--- src/rtl/ssd_scan_sequencer.sv ---
// ---------------------------------------------------------------------------
// ssd_scan_sequencer
//
// Dynamic-scan sequencer for a multiplexed seven-segment display. Each digit
// owns a fixed-length scan slot made of a blank gap followed by 16 PWM
// slices. The first Brightness+1 slices drive the digit and the rest are dark.
// The slot length therefore does not depend on brightness. The segment code
// and brightness are sampled once, on entry to the lit phase, so changes in
// the middle of a slot never glitch the display.
//
// Ports
//   Clock_i          system clock
//   Reset_ni         synchronous, active-low reset
//   Enable_i         1 = scan running, 0 = display dark (scan returns to IDLE)
//   Brightness_i     lit slices per slot = Brightness_i + 1
//   SegmentCodes_i   active-low segment codes, digit i at [8*i +: 8]
//   Segment_o        active-low segment pins (bit 7 = DP)
//   Digital_o        active-low one-hot digit select
//   DigitIndex_o     digit currently owning the scan slot
//   FrameStart_o     one-cycle pulse in the first lit cycle of digit 0
// ---------------------------------------------------------------------------
module ssd_scan_sequencer #(
  parameter int NUM_DIGITS   = 6,
  parameter int SLICE_CYCLES = 3125,
  parameter int GAP_CYCLES   = 64
) (
  input  logic                          Clock_i,
  input  logic                          Reset_ni,
  input  logic                          Enable_i,
  input  logic [3:0]                    Brightness_i,
  input  logic [8*NUM_DIGITS-1:0]       SegmentCodes_i,
  output logic [7:0]                    Segment_o,
  output logic [NUM_DIGITS-1:0]         Digital_o,
  output logic [$clog2(NUM_DIGITS)-1:0] DigitIndex_o,
  output logic                          FrameStart_o
);

  localparam int IDX_W   = $clog2(NUM_DIGITS);
  // One counter times both the gap and the slices, so it is sized for the
  // longer of the two.
  localparam int CNT_MAX = (SLICE_CYCLES > GAP_CYCLES) ? SLICE_CYCLES : GAP_CYCLES;
  localparam int CNT_W   = (CNT_MAX > 1) ? $clog2(CNT_MAX) : 1;

  typedef enum logic [1:0] {
    ST_IDLE = 2'd0,
    ST_GAP  = 2'd1,
    ST_ON   = 2'd2,
    ST_OFF  = 2'd3
  } state_t;

  state_t                  state_q;
  logic [CNT_W-1:0]        cnt_q;
  logic [3:0]              slice_q;
  logic [3:0]              bright_q;
  logic [IDX_W-1:0]        digit_q;
  logic [IDX_W-1:0]        digit_d;
  logic [7:0]              segment_q;
  logic [NUM_DIGITS-1:0]   digital_q;
  logic                    frame_start_q;

  logic [7:0]              codes [NUM_DIGITS];

  for (genvar gi = 0; gi < NUM_DIGITS; gi++) begin : g_codes
    assign codes[gi] = SegmentCodes_i[8*gi +: 8];
  end

  always_comb begin
    digit_d = digit_q + 1'b1;
    if (digit_q == IDX_W'(NUM_DIGITS - 1)) begin
      digit_d = '0;
    end
  end

  always_ff @(posedge Clock_i) begin
    frame_start_q <= 1'b0;
    if (!Reset_ni || !Enable_i) begin
      state_q   <= ST_IDLE;
      cnt_q     <= '0;
      slice_q   <= '0;
      bright_q  <= '0;
      digit_q   <= '0;
      segment_q <= '1;
      digital_q <= '1;
    end else begin
      unique case (state_q)
        ST_IDLE: begin
          state_q <= ST_GAP;
          digit_q <= '0;
          cnt_q   <= '0;
          slice_q <= '0;
        end
        ST_GAP: begin
          if (cnt_q == CNT_W'(GAP_CYCLES - 1)) begin
            // Sample code and brightness here so they hold for the whole slot.
            state_q       <= ST_ON;
            cnt_q         <= '0;
            slice_q       <= '0;
            bright_q      <= Brightness_i;
            segment_q     <= codes[digit_q];
            digital_q     <= ~(NUM_DIGITS'(1) << digit_q);
            frame_start_q <= (digit_q == '0);
          end else begin
            cnt_q <= cnt_q + 1'b1;
          end
        end
        ST_ON: begin
          if (cnt_q == CNT_W'(SLICE_CYCLES - 1)) begin
            cnt_q <= '0;
            if (slice_q == bright_q) begin
              segment_q <= '1;
              digital_q <= '1;
              if (bright_q == 4'hF) begin
                // Full brightness: no dark tail, straight to the next gap.
                state_q <= ST_GAP;
                digit_q <= digit_d;
                slice_q <= '0;
              end else begin
                state_q <= ST_OFF;
                slice_q <= slice_q + 1'b1;
              end
            end else begin
              slice_q <= slice_q + 1'b1;
            end
          end else begin
            cnt_q <= cnt_q + 1'b1;
          end
        end
        ST_OFF: begin
          // The slice index carries on from the lit phase up to 15, so the
          // slot always totals 16 slices.
          if (cnt_q == CNT_W'(SLICE_CYCLES - 1)) begin
            cnt_q <= '0;
            if (slice_q == 4'hF) begin
              state_q <= ST_GAP;
              digit_q <= digit_d;
              slice_q <= '0;
            end else begin
              slice_q <= slice_q + 1'b1;
            end
          end else begin
            cnt_q <= cnt_q + 1'b1;
          end
        end
        default: begin
          state_q   <= ST_IDLE;
          segment_q <= '1;
          digital_q <= '1;
        end
      endcase
    end
  end

  assign Segment_o    = segment_q;
  assign Digital_o    = digital_q;
  assign DigitIndex_o = digit_q;
  assign FrameStart_o = frame_start_q;

endmodule

--- config.mk ---
export PLATFORM = sky130hd
export DESIGN_NAME = ssd_scan_sequencer
export DESIGN_NICKNAME = d
export VERILOG_FILES = /design/src/rtl/ssd_scan_sequencer.sv
export SDC_FILE = /design/constraint.sdc
export NUM_CORES = 1
export LEC_CHECK = 0
export CAP_MARGIN = 40
export CORE_ASPECT_RATIO = 0.8
export CORE_MARGIN = 1
export CORE_UTILIZATION = 46
export DETAILED_ROUTE_END_ITERATION = 8
export GPL_TIMING_DRIVEN = 0
export PLACE_DENSITY = 0.8
export SLEW_MARGIN = 25
export SYNTH_ARGS = -nofsm -noshare
export SYNTH_HDL_FRONTEND = slang
export SYNTH_SLANG_ARGS = --single-unit
--- constraint.sdc ---
create_clock -name Clock_i -period 2.9 [get_ports Clock_i]
set_input_delay 0.58 -clock Clock_i [delete_from_list [all_inputs] [get_ports Clock_i]]
set_output_delay 0.58 -clock Clock_i [all_outputs]
set_load 0.01 [all_outputs]
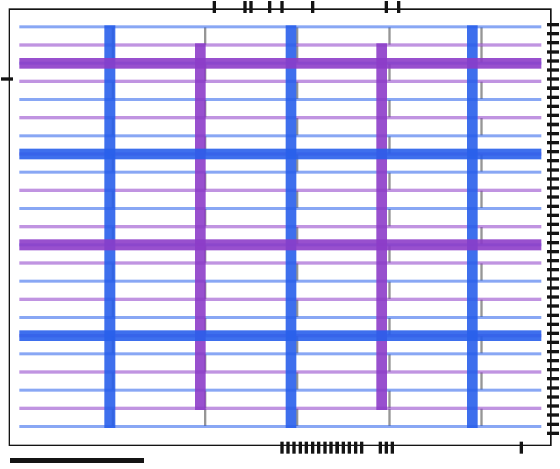
Figure 1: supply network.
Scale bar: 20 µm. Pins as bars on the die edge. Tap cells in gray.
net	color
VSS	blue
VDD	purple
rows	22
met4 straps	5

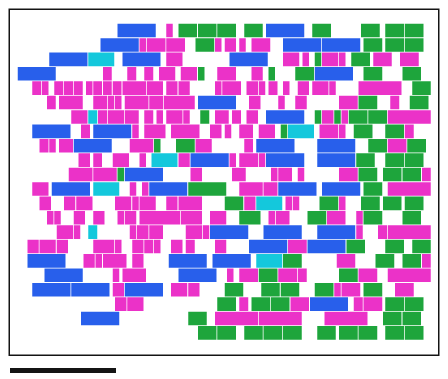
Figure 2: cells colored by class.
Scale bar: 20 µm.
class	color	cells
clock drivers and dummy loads	cyan	8
remaining buffers and delay cells	green	83
remaining logic cells	magenta	189
registers	blue	40

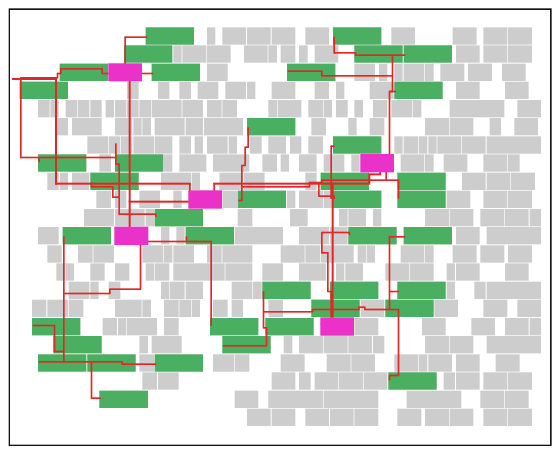
Figure 3: clock wires, drivers and flops.
[flip-flops] green | count: 40
[clock wires] red | length: 507 µm
[clock-net drivers] magenta | count: 5
routed clock nets	6
flops lie	spread over the die

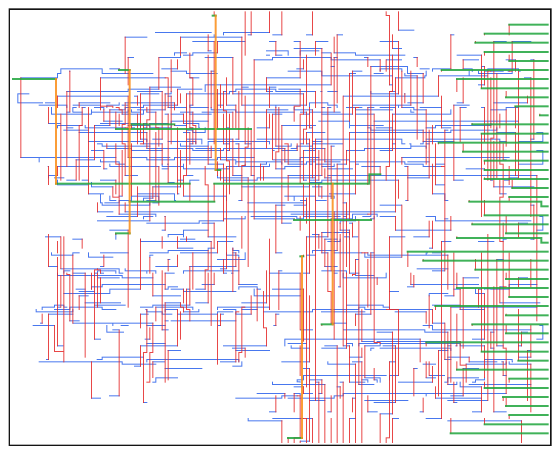
Figure 4: metal layers overlaid.
layer	color	wire length
M4	orange	112 µm
M3	green	568 µm
M1	blue	2,430 µm
M2	red	2,580 µm
gr usage total: 23.26%
aggregate routed wire length: 5.688 mm
drt wl/cell: 14.97 µm
DR vias: 2,061

==> run summary <==
run metrics: register bank with the most flops=cnt_q, Pwr top=sequential cells, port bufs=72, Final Hold Fails=0, post-CTS sizing=0, PwrDens=335.1 nW/µm², Synthesized registers=40, Max clock buf depth=2, Top cells excl fill/tap=72 x clkdlybuf4s50_1, 40 x dfxtp_1, 29 x nor2_1, 18 x a21oi_1, 13 x mux2i_1, top comb family, area=simple AND/OR/NAND/NOR gates, share of cells above drive strength 1=13.13%, Avg Synthesized Cell Area=9.535 µm², Max-Slew Margin vs Limit=47.01%, Fmax=429.0 MHz, Post-Syn Area=2288 µm², fillers=369, Die Area=5263 µm², RSZ-0062 raised after global routing=no, Crit path buffers/inverters=1, clk pwr=386 µW, Yosys warning total=0, total power=1.064 mW, Top cell excl fill/tap=clkdlybuf4s50_1, register area share after synthesis=34.99%, CTS tree=built, Max H-tree Level=2, DRC=0, ys async rst share=0%, Crit. Startpoint=cnt_q[8], Hold Worst Slack=0.4867 ns, flip-flops=40, clk ins delay skew pair=0.30 ns, WP data required=3.09 ns, Top Family by Delay on Critical Path=simple AND/OR/NAND/NOR gates, drt initial violations=108, YS chip area=2288 µm², most frequent cell after synthesis=dfxtp_1, Sw Share=22.31%, Commonest cells post-synth=40 x dfxtp_1, 29 x nor2_1, 18 x a21oi_1, 13 x mux2i_1, 12 x nand2_1, maximum VDD drop=0.0002947 V, result of the run=finished, final reports clean
Power is estimated from default activity; no workload was simulated.
